## config.mk

```make
export PLATFORM = sky130hd
export DESIGN_NAME = crc_checker_strip
export DESIGN_NICKNAME = d
export VERILOG_FILES = /design/src/rtl/crc_checker_strip.sv
export SDC_FILE = /design/constraint.sdc
export NUM_CORES = 1
export LEC_CHECK = 0
export CORE_ASPECT_RATIO = 0.8
export CORE_MARGIN = 2
export CORE_UTILIZATION = 60
export DETAILED_ROUTE_END_ITERATION = 16
export PLACE_DENSITY_LB_ADDON = 0.12
export SETUP_SLACK_MARGIN = 0.3
export SLEW_MARGIN = 20
export SYNTH_ARGS = -nofsm -noshare
export SYNTH_HDL_FRONTEND = slang
export SYNTH_SLANG_ARGS = --single-unit
```

## constraint.sdc

```tcl
create_clock -name clk -period 17.4 [get_ports clk]
set_clock_uncertainty 0.05 [all_clocks]
set_input_delay 4.35 -clock clk [delete_from_list [all_inputs] [get_ports clk]]
set_output_delay 4.35 -clock clk [all_outputs]
set_load 0.005 [all_outputs]
```

## src/rtl/crc_checker_strip.sv

```systemverilog
// crc_checker_strip: receive-side FCS checker. It runs a parallel CRC over every
// received byte, FCS included, and tests for a zero residue on the last word.
// The FCS bytes are removed from the stream and only the payload is forwarded.
// A one-cycle status strobe comes out with the last payload word. For a frame
// with no payload bytes (a runt), the status strobe comes out on its own.
module crc_checker_strip #(
  parameter int unsigned           BYTES_NUM  = 4,
  parameter int unsigned           CRC_DEGREE = 32,
  parameter logic [CRC_DEGREE-1:0] POLY       = CRC_DEGREE'(32'h04C1_1DB7)
) (
  input  logic                      clk,
  input  logic                      reset,
  input  logic [BYTES_NUM-1:0][7:0] data_in,
  input  logic [BYTES_NUM-1:0]      byte_vld,
  input  logic                      data_vld,
  input  logic                      last_word,
  output logic [BYTES_NUM-1:0][7:0] data_out,
  output logic [BYTES_NUM-1:0]      byte_vld_out,
  output logic                      data_vld_out,
  output logic                      last_word_out,
  output logic                      status_vld,
  output logic                      crc_ok,
  output logic                      runt
);

  localparam int unsigned CRC_BYTES = CRC_DEGREE / 8;

  typedef logic [BYTES_NUM-1:0][7:0] word_t;
  typedef logic [BYTES_NUM-1:0]      bv_t;
  typedef logic [CRC_DEGREE-1:0]     crc_t;

  // Count of enabled bytes in a word.
  function automatic int unsigned popcount(input bv_t bv);
    int unsigned cnt;
    cnt = 0;
    for (int unsigned i = 0; i < BYTES_NUM; i++) begin
      if (bv[i]) cnt++;
    end
    return cnt;
  endfunction

  // Enable mask that selects the n most significant (earliest) bytes.
  function automatic bv_t upper_mask(input int unsigned n);
    bv_t m;
    m = '0;
    for (int unsigned i = 0; i < BYTES_NUM; i++) begin
      m[i] = (i + n >= BYTES_NUM);
    end
    return m;
  endfunction

  // Drive the disabled bytes to zero.
  function automatic word_t apply_mask(input word_t w, input bv_t m);
    word_t r;
    r = '0;
    for (int unsigned i = 0; i < BYTES_NUM; i++) begin
      if (m[i]) r[i] = w[i];
    end
    return r;
  endfunction

  // Byte-parallel CRC update. Bytes are taken MSB byte first and MSB bit
  // first, and disabled bytes leave the register untouched.
  function automatic crc_t crc_update(input crc_t c, input word_t d, input bv_t en);
    crc_t r;
    logic fb;
    r = c;
    for (int unsigned i = 0; i < BYTES_NUM; i++) begin
      if (en[BYTES_NUM-1-i]) begin
        for (int unsigned b = 0; b < 8; b++) begin
          fb = r[CRC_DEGREE-1] ^ d[BYTES_NUM-1-i][7-b];
          r  = {r[CRC_DEGREE-2:0], 1'b0};
          if (fb) r = r ^ POLY;
        end
      end
    end
    return r;
  endfunction

  crc_t  crc_q, crc_d;
  word_t hold_q, hold_d;
  logic  hold_vld_q, hold_vld_d;
  word_t tail_q, tail_d;
  bv_t   tail_bv_q, tail_bv_d;
  logic  tail_vld_q, tail_vld_d;
  logic  tail_ok_q, tail_ok_d;
  logic  tail_runt_q, tail_runt_d;

  word_t out_data_q, out_data_d;
  bv_t   out_bv_q, out_bv_d;
  logic  out_vld_q, out_vld_d;
  logic  out_last_q, out_last_d;
  logic  out_st_q, out_st_d;
  logic  out_ok_q, out_ok_d;
  logic  out_runt_q, out_runt_d;

  bv_t         eff_bv;
  crc_t        crc_calc;
  logic        residue_ok;
  int unsigned k;
  int unsigned keep;

  // Next-state logic for the CRC, the hold and tail stages, and the output registers.
  always_comb begin
    eff_bv     = last_word ? byte_vld : '1;
    crc_calc   = crc_update(crc_q, data_in, eff_bv);
    residue_ok = (crc_calc == '0);
    k          = popcount(byte_vld);
    keep       = (k <= CRC_BYTES) ? (BYTES_NUM - CRC_BYTES + k) : BYTES_NUM;

    crc_d       = crc_q;
    hold_d      = hold_q;
    hold_vld_d  = hold_vld_q;
    tail_d      = '0;
    tail_bv_d   = '0;
    tail_vld_d  = 1'b0;
    tail_ok_d   = 1'b0;
    tail_runt_d = 1'b0;

    out_data_d = '0;
    out_bv_d   = '0;
    out_vld_d  = 1'b0;
    out_last_d = 1'b0;
    out_st_d   = 1'b0;
    out_ok_d   = 1'b0;
    out_runt_d = 1'b0;

    // The tail always drains, whether or not an input word is present.
    if (tail_vld_q) begin
      out_data_d = tail_q;
      out_bv_d   = tail_bv_q;
      out_vld_d  = !tail_runt_q;
      out_last_d = !tail_runt_q;
      out_st_d   = 1'b1;
      out_ok_d   = tail_ok_q;
      out_runt_d = tail_runt_q;
    end

    if (data_vld) begin
      crc_d = last_word ? '0 : crc_calc;
      if (!last_word) begin
        if (hold_vld_q) begin
          out_data_d = hold_q;
          out_bv_d   = '1;
          out_vld_d  = 1'b1;
        end
        hold_d     = data_in;
        hold_vld_d = 1'b1;
      end else begin
        hold_d     = '0;
        hold_vld_d = 1'b0;
        if (hold_vld_q) begin
          out_bv_d   = upper_mask(keep);
          out_data_d = apply_mask(hold_q, upper_mask(keep));
          out_vld_d  = 1'b1;
          if (k <= CRC_BYTES) begin
            out_last_d = 1'b1;
            out_st_d   = 1'b1;
            out_ok_d   = residue_ok;
          end else begin
            tail_bv_d  = upper_mask(k - CRC_BYTES);
            tail_d     = apply_mask(data_in, upper_mask(k - CRC_BYTES));
            tail_vld_d = 1'b1;
            tail_ok_d  = residue_ok;
          end
        end else if (k > CRC_BYTES) begin
          tail_bv_d  = upper_mask(k - CRC_BYTES);
          tail_d     = apply_mask(data_in, upper_mask(k - CRC_BYTES));
          tail_vld_d = 1'b1;
          tail_ok_d  = residue_ok;
        end else if (tail_vld_q) begin
          // A runt that arrives while the previous tail drains would collide with
          // that tail's status. The runt is queued in the tail and reported one cycle later.
          tail_vld_d  = 1'b1;
          tail_ok_d   = residue_ok;
          tail_runt_d = 1'b1;
        end else begin
          out_st_d   = 1'b1;
          out_ok_d   = residue_ok;
          out_runt_d = 1'b1;
        end
      end
    end
  end

  // State and output registers, cleared by synchronous reset.
  always_ff @(posedge clk) begin
    if (reset) begin
      crc_q       <= '0;
      hold_q      <= '0;
      hold_vld_q  <= 1'b0;
      tail_q      <= '0;
      tail_bv_q   <= '0;
      tail_vld_q  <= 1'b0;
      tail_ok_q   <= 1'b0;
      tail_runt_q <= 1'b0;
      out_data_q  <= '0;
      out_bv_q    <= '0;
      out_vld_q   <= 1'b0;
      out_last_q  <= 1'b0;
      out_st_q    <= 1'b0;
      out_ok_q    <= 1'b0;
      out_runt_q  <= 1'b0;
    end else begin
      crc_q       <= crc_d;
      hold_q      <= hold_d;
      hold_vld_q  <= hold_vld_d;
      tail_q      <= tail_d;
      tail_bv_q   <= tail_bv_d;
      tail_vld_q  <= tail_vld_d;
      tail_ok_q   <= tail_ok_d;
      tail_runt_q <= tail_runt_d;
      out_data_q  <= out_data_d;
      out_bv_q    <= out_bv_d;
      out_vld_q   <= out_vld_d;
      out_last_q  <= out_last_d;
      out_st_q    <= out_st_d;
      out_ok_q    <= out_ok_d;
      out_runt_q  <= out_runt_d;
    end
  end

  assign data_out      = out_data_q;
  assign byte_vld_out  = out_bv_q;
  assign data_vld_out  = out_vld_q;
  assign last_word_out = out_last_q;
  assign status_vld    = out_st_q;
  assign crc_ok        = out_ok_q;
  assign runt          = out_runt_q;

endmodule
```

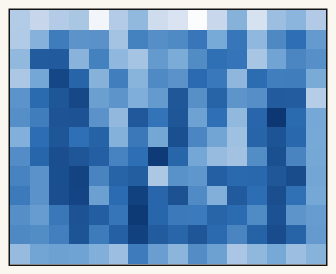
(run_1/density.png)
16 x 13 tiles, from white (low) to dark blue (high), 0 to 100% covered.
mean over tiles: 63%
fullest tile: 97%
tiles over 75% full: 34%

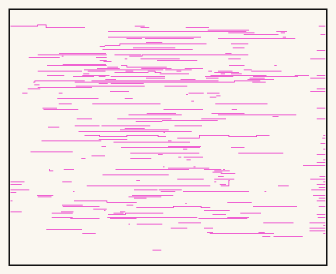
(run_1/met3.png)
wire length on this layer: 3250 um
nets with wire on the layer: 196
share of all routed wire: 9.6%
main direction: horizontal
via count: 9618
Routed WL: 33920 um
met3 usage: 6.867%

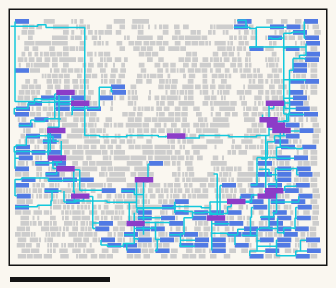
(run_1/clock_map.png)
Scale bar: 50 um.
[purple] cells driving clock nets | count: 17
[cyan] clock wires | length: 1880 um
[blue] flip-flops | count: 145
flops lie: all over the die
routed clock nets: 18

==> ci_impl_report.md, run 1 <==
### Flow metrics

| Metric | Value |
|---|---|
| Reg-to-reg startpoint | crc_q[29]$_SDFFE_PP0P_ |
| DR WL/cell | 21.56 um |
| Setup TNS | 0 ns |
| Slack of the critical path | 5.812 ns |
| Tapcell count | 253 |
| Multi-input gates | 1033 |
| Post-synth seq share | 25.71% |
| Met1 Track Usage GR | 52.30% |
| Clock-cell share | 4.780% |
| DRT iter0 DRCs | 1327 |
| Clock Sinks | 145 |
| Chip area in the Yosys report | 11290 um^2 |
| Hold Crit Start | tail_q[5]$_SDFF_PP0_ |
| Flops | 145 |
| CTS Buf Count | 17 |
| H-tree depth | 4 |
| Non-clk bufs | 95 |
| AO/OA Area Share | 15.67% |
| Drt first pass iters | 6 |
| Post_cts resized | 0 |
| Worst path cell trace | clkdlybuf4s50_1 -> nand2b_2 -> a21oi_1 -> xnor2_1 -> xnor2_2 -> xnor3_1 -> a21oi_2 -> xor2_1 -> nor3_1 -> o21ai_0 -> o2111ai_1 -> nor3b_2 -> xor2_1 -> xnor3_1 -> a2111oi_2 -> nand4_1 -> a2111oi_2 -> a31oi_1 -> o21ai_1 |
| Req. time, crit path | 17.71 ns |
| Fmax | 86.30 MHz |
| Most numerous cell in the Yosys netlist | nor2_1 |
| Commonest flop | dfxtp_1 |
| Port bufs | 80 |
| Gr ovfl total | 0 |
| Async set or reset register ratio after synthesis | 0% |
| Status | completed |
| Area share, top type | 25.71% |
| Multiplexer share | 5.053% |
| Post-CTS Setup Inserts | 0 |
| Inverters | 15 |
| Most frequent cells in the layout | 159 x nor2_1, 150 x xnor2_1, 145 x dfxtp_1, 96 x a22oi_1, 79 x clkdlybuf4s50_1 |
| Mean cell area of the mapped netlist | 9.019 um^2 |
| Post-DRT Antenna Nets | 0 |
| Worst Setup SP | last_word |
==> run 2, diff against run 1 <==
==> constraint.sdc (replaced) <==
create_clock -name clk -period 11.1 [get_ports clk]
set_clock_uncertainty 0.05 [all_clocks]
set_input_delay 2.775 -clock clk [delete_from_list [all_inputs] [get_ports clk]]
set_output_delay 2.775 -clock clk [all_outputs]
set_load 0.005 [all_outputs]
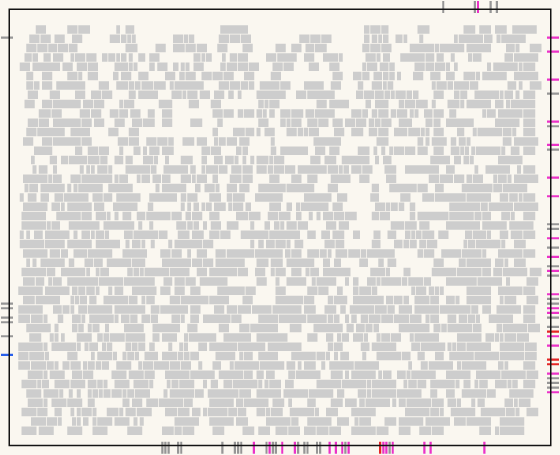
(run_2/pins.png)
Pins as bars across the die edge, other pins in gray.
| color | port | pins | direction | edge |
|---|---|---|---|---|
| blue | `status_vld` | 1 | output | left |
| red | `byte_vld_out` | 4 | output | 3 right, 1 bottom |
| magenta | `data_out` | 32 | output | 17 right, 14 bottom, 1 top |
all pins by edge: 35 right, 34 bottom, 7 left, 5 top

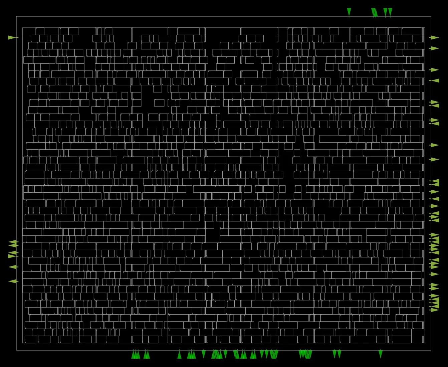
(run_2/final_placement.png)
CORE AREA: 18280 um^2
tapcell count: 253
fill cell count: 1474
final core utilization: 70.58%

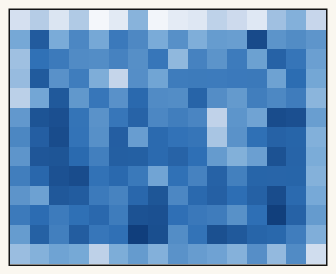
(run_2/density.png)
16 x 13 tiles, from white (low) to dark blue (high), 0 to 100% covered.
Pre-Place Util: 61.78%

==> run 2 against run 1 <==
  * Utilization about the same
  * Count of clock-buffer cells in the layout is the same
  * Largest cell class unchanged
  * Worst setup slack got worse by 4.6 ns
  * Via count shrank 0.35%
==> ci_impl_report.md, run 2 <==
### Flow metrics

| Metric | Value |
|---|---|
| Status | completed |
| Seq cells post-synth | 145 |
| Register area | 2903 um^2 |
| Multi-input gates | 1033 (unchanged) |
| Async set or reset register ratio after synthesis | 0% (unchanged) |
| Ant diodes | 0 |
| FP Rows | 44 |
| First-pass GRT wire length | 51770 um |
| Max clock buf depth | 2 |
| Buf+Inv Stages, Crit Path | 1 |
| Post_cts resized | 0 (unchanged) |
| DR top layer | met5 |
| Port bufs | 80 (unchanged) |
| CTS Buf Count | 17 (unchanged) |
| Area growth, synth to finish | 14.25% |
| DRT iter0 DRCs | 1230 (-7.3%) |
| Post-DP Area | 12300 um^2 |
| Post-DRT Antenna Nets | 0 (unchanged) |
| Clock-cell share | 4.646% (-0.13 points) |
| Mean cell area of the mapped netlist | 9.019 um^2 (unchanged) |
| Reg2reg setup slack | 3.66 ns |
| Hold Crit Start | tail_bv_q[2]$_SDFF_PP0_ |
| Req. time, crit path | 11.40 ns (-6.31 ns) |
| Routed WL | 33510 um (-1.2%) |
| Root Driver | clkbuf_16 |
| Max_slew headroom | 28.72% |
| Multiplexer share | 5.053% (unchanged) |
| Worst path cell trace | clkdlybuf4s50_1 -> nand2b_2 -> mux2i_1 -> xnor2_2 -> xnor3_1 -> a21oi_2 -> xor2_1 -> nor3_1 -> o21ai_0 -> o2111ai_1 -> nor3b_2 -> xor2_1 -> xnor3_1 -> a2111oi_2 -> nand4_1 -> a2111oi_2 -> a31oi_1 -> o21ai_1 |
| Final setup viols | 0 |
| Commonest flop | dfxtp_1 |
| CP max FO | 21 |
| Comb/total area | 62.79% |
| Max-capacitance violation count | 0 |
| Met3 usage | 7.721% (+0.85 points) |
| Worst Setup SP | last_word |
| DP Cell Count | 1543 |
| Routed met2 length | 14340 um |
| Clock Sinks | 145 (unchanged) |
| Slew Limit Fails | 0 |
| Residual DRC count | 0 |
| Top cells by area | dfxtp_1 26%, xnor2_1 12%, xnor3_1 7.6% |
| Post-CTS Setup Inserts | 0 (unchanged) |
| Adder Share, Synth | 3.767% |
| Post-synth seq share | 25.71% (unchanged) |
| Gr ovfl total | 0 (unchanged) |
| Fmax | 101.1 MHz |
| Most frequent cells after synthesis | 160 x nor2_1, 150 x xnor2_1, 145 x dfxtp_1 |
| Worst-Margin Slew | 1.069 ns |
| GRT busiest layer | met2 |
| Vias/cell | 6.085 |
| Final critical-path required period | 9.886 ns |
| DIE HEIGHT | 126.7 um |
| DR WL/cell | 21.27 um (-1.3%) |
| Drt first pass iters | 5 (-1) |
| Critical Path Stages | 18 |
| Area share, top type | 25.71% (unchanged) |
| Vias in the first global route | 8959 |
| Unique cell types | 87 |
| Flops | 145 (unchanged) |
| Met1 Track Usage GR | 49.40% (-2.9 points) |
| Setup TNS | 0 ns (unchanged) |
| Non-clk bufs | 97 (+2.1%) |
| Tool warnings | 38 |
| AO/OA Area Share | 15.67% (unchanged) |
| Fin nets | 1383 |
| H-tree depth | 4 (unchanged) |
| Reg-to-reg startpoint | crc_q[26]$_SDFFE_PP0P_ |
| Chip area in the Yosys report | 11290 um^2 (unchanged) |
| Cells after synthesis | 1252 |
| Slack of the critical path | 1.214 ns (-4.599 ns) |
| Most frequent cells in the layout | 159 x nor2_1, 150 x xnor2_1, 145 x dfxtp_1, 96 x a22oi_1, 79 x clkdlybuf4s50_1 |
| DIE WIDTH | 157.4 um |
| Worst Hold Path EP | byte_vld_out[2]$_SDFF_PP0_ |
| Logic area | 8100 um^2 |
| Pin count of the biggest net entering global routing | 67 |
| Inverters | 15 (unchanged) |
| Most numerous cell in the Yosys netlist | nor2_1 |
| Largest stage delay, worst path | 0.95 ns |
| Via count | 9584 (-0.35%) |
==> run 3, diff against run 2 <==
--- a/config.mk
+++ b/config.mk
@@ -8,6 +8,7 @@
 export CORE_ASPECT_RATIO = 0.8
 export CORE_MARGIN = 2
 export CORE_UTILIZATION = 60
+export CTS_CLUSTER_SIZE = 40
 export DETAILED_ROUTE_END_ITERATION = 16
 export PLACE_DENSITY_LB_ADDON = 0.12
 export SETUP_SLACK_MARGIN = 0.3
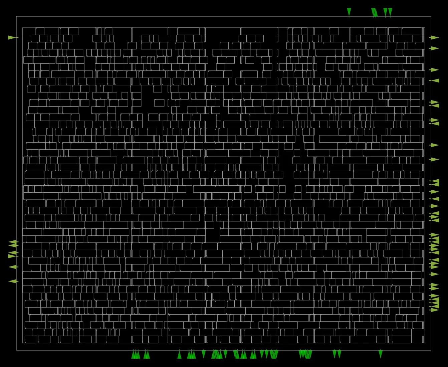
(run_3/final_placement.png)
Flops: 145
FP Rows: 44
flop share of the area: 22.50%
fin cells: 1575

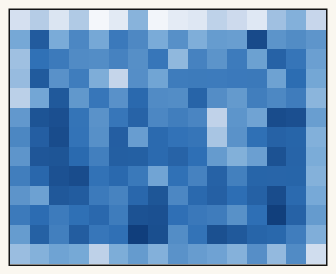
(run_3/density.png)
16 x 13 tiles, from white (low) to dark blue (high), 0 to 100% covered.
fullest tile: 94%
tiles over 75% full: 29%
mean over tiles: 63%

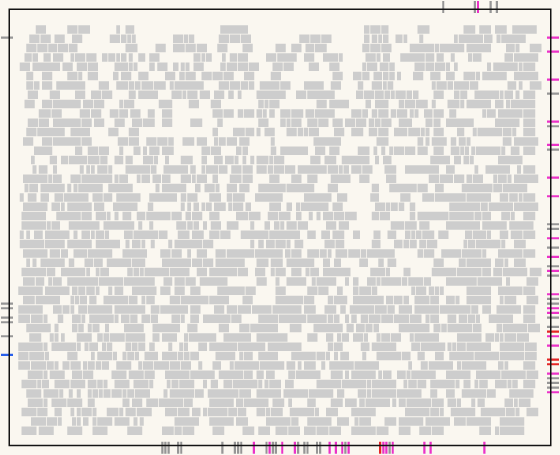
(run_3/pins.png)
Pins as bars across the die edge, other pins in gray.
| color | port | pins | direction | edge |
|---|---|---|---|---|
| blue | `status_vld` | 1 | output | left |
| magenta | `data_out` | 32 | output | 17 right, 14 bottom, 1 top |
| red | `byte_vld_out` | 4 | output | 3 right, 1 bottom |
all pins by edge: 35 right, 34 bottom, 7 left, 5 top

==> run 3 against run 2 <==
  * Die size unchanged
  * Flip-flop count unchanged
  * Count of clock-buffer cells in the layout unchanged
  * Hold slack did not move
  * Critical endpoint unchanged
==> ci_impl_report.md, run 3 <==
### Flow metrics

| Metric | Value |
|---|---|
| Status | completed |
| Logic area | 8100 um^2 (unchanged) |
| Pin count of the biggest net entering global routing | 67 (unchanged) |
| H-tree depth | 4 (unchanged) |
| Unique cell types | 87 (unchanged) |
| Met1 Track Usage GR | 49.40% (unchanged) |
| DIE HEIGHT | 126.7 um (unchanged) |
| CTS Buf Count | 17 (unchanged) |
| CORE AREA | 18280 um^2 (unchanged) |
| Req. time, crit path | 11.40 ns (about the same) |
| Cells after synthesis | 1252 (unchanged) |
| Adder Share, Synth | 3.767% (unchanged) |
| Routed WL | 33510 um (unchanged) |
| Area growth, synth to finish | 14.25% (unchanged) |
| Gr ovfl total | 0 (unchanged) |
| Final core utilization | 70.58% (unchanged) |
| Worst path cell trace | clkdlybuf4s50_1 -> nand2b_2 -> mux2i_1 -> xnor2_2 -> xnor3_1 -> a21oi_2 -> xor2_1 -> nor3_1 -> o21ai_0 -> o2111ai_1 -> nor3b_2 -> xor2_1 -> xnor3_1 -> a2111oi_2 -> nand4_1 -> a2111oi_2 -> a31oi_1 -> o21ai_1 |
| CP max FO | 21 (unchanged) |
| Largest stage delay, worst path | 0.95 ns (about the same) |
| Seq cells post-synth | 145 (unchanged) |
| Post-DP Area | 12300 um^2 (unchanged) |
| Max-capacitance violation count | 0 (unchanged) |
| Vias in the first global route | 8959 (unchanged) |
| Final setup viols | 0 (unchanged) |
| DR top layer | met5 |
| GRT busiest layer | met2 |
| Vias/cell | 6.085 (unchanged) |
| Multi-input gates | 1033 (unchanged) |
| DIE WIDTH | 157.4 um (unchanged) |
| Top cells by area | dfxtp_1 26%, xnor2_1 12%, xnor3_1 7.6% |
| Tool warnings | 38 (unchanged) |
| Post-synth seq share | 25.71% (unchanged) |
| Area share, top type | 25.71% (unchanged) |
| Worst Setup SP | last_word |
| Most numerous cell in the Yosys netlist | nor2_1 |
| Pre-Place Util | 61.78% (unchanged) |
| Async set or reset register ratio after synthesis | 0% (unchanged) |
| Most frequent cells after synthesis | 160 x nor2_1, 150 x xnor2_1, 145 x dfxtp_1 |
| Fin nets | 1383 (unchanged) |
| Worst Hold Path EP | byte_vld_out[2]$_SDFF_PP0_ |
| Non-clk bufs | 97 (unchanged) |
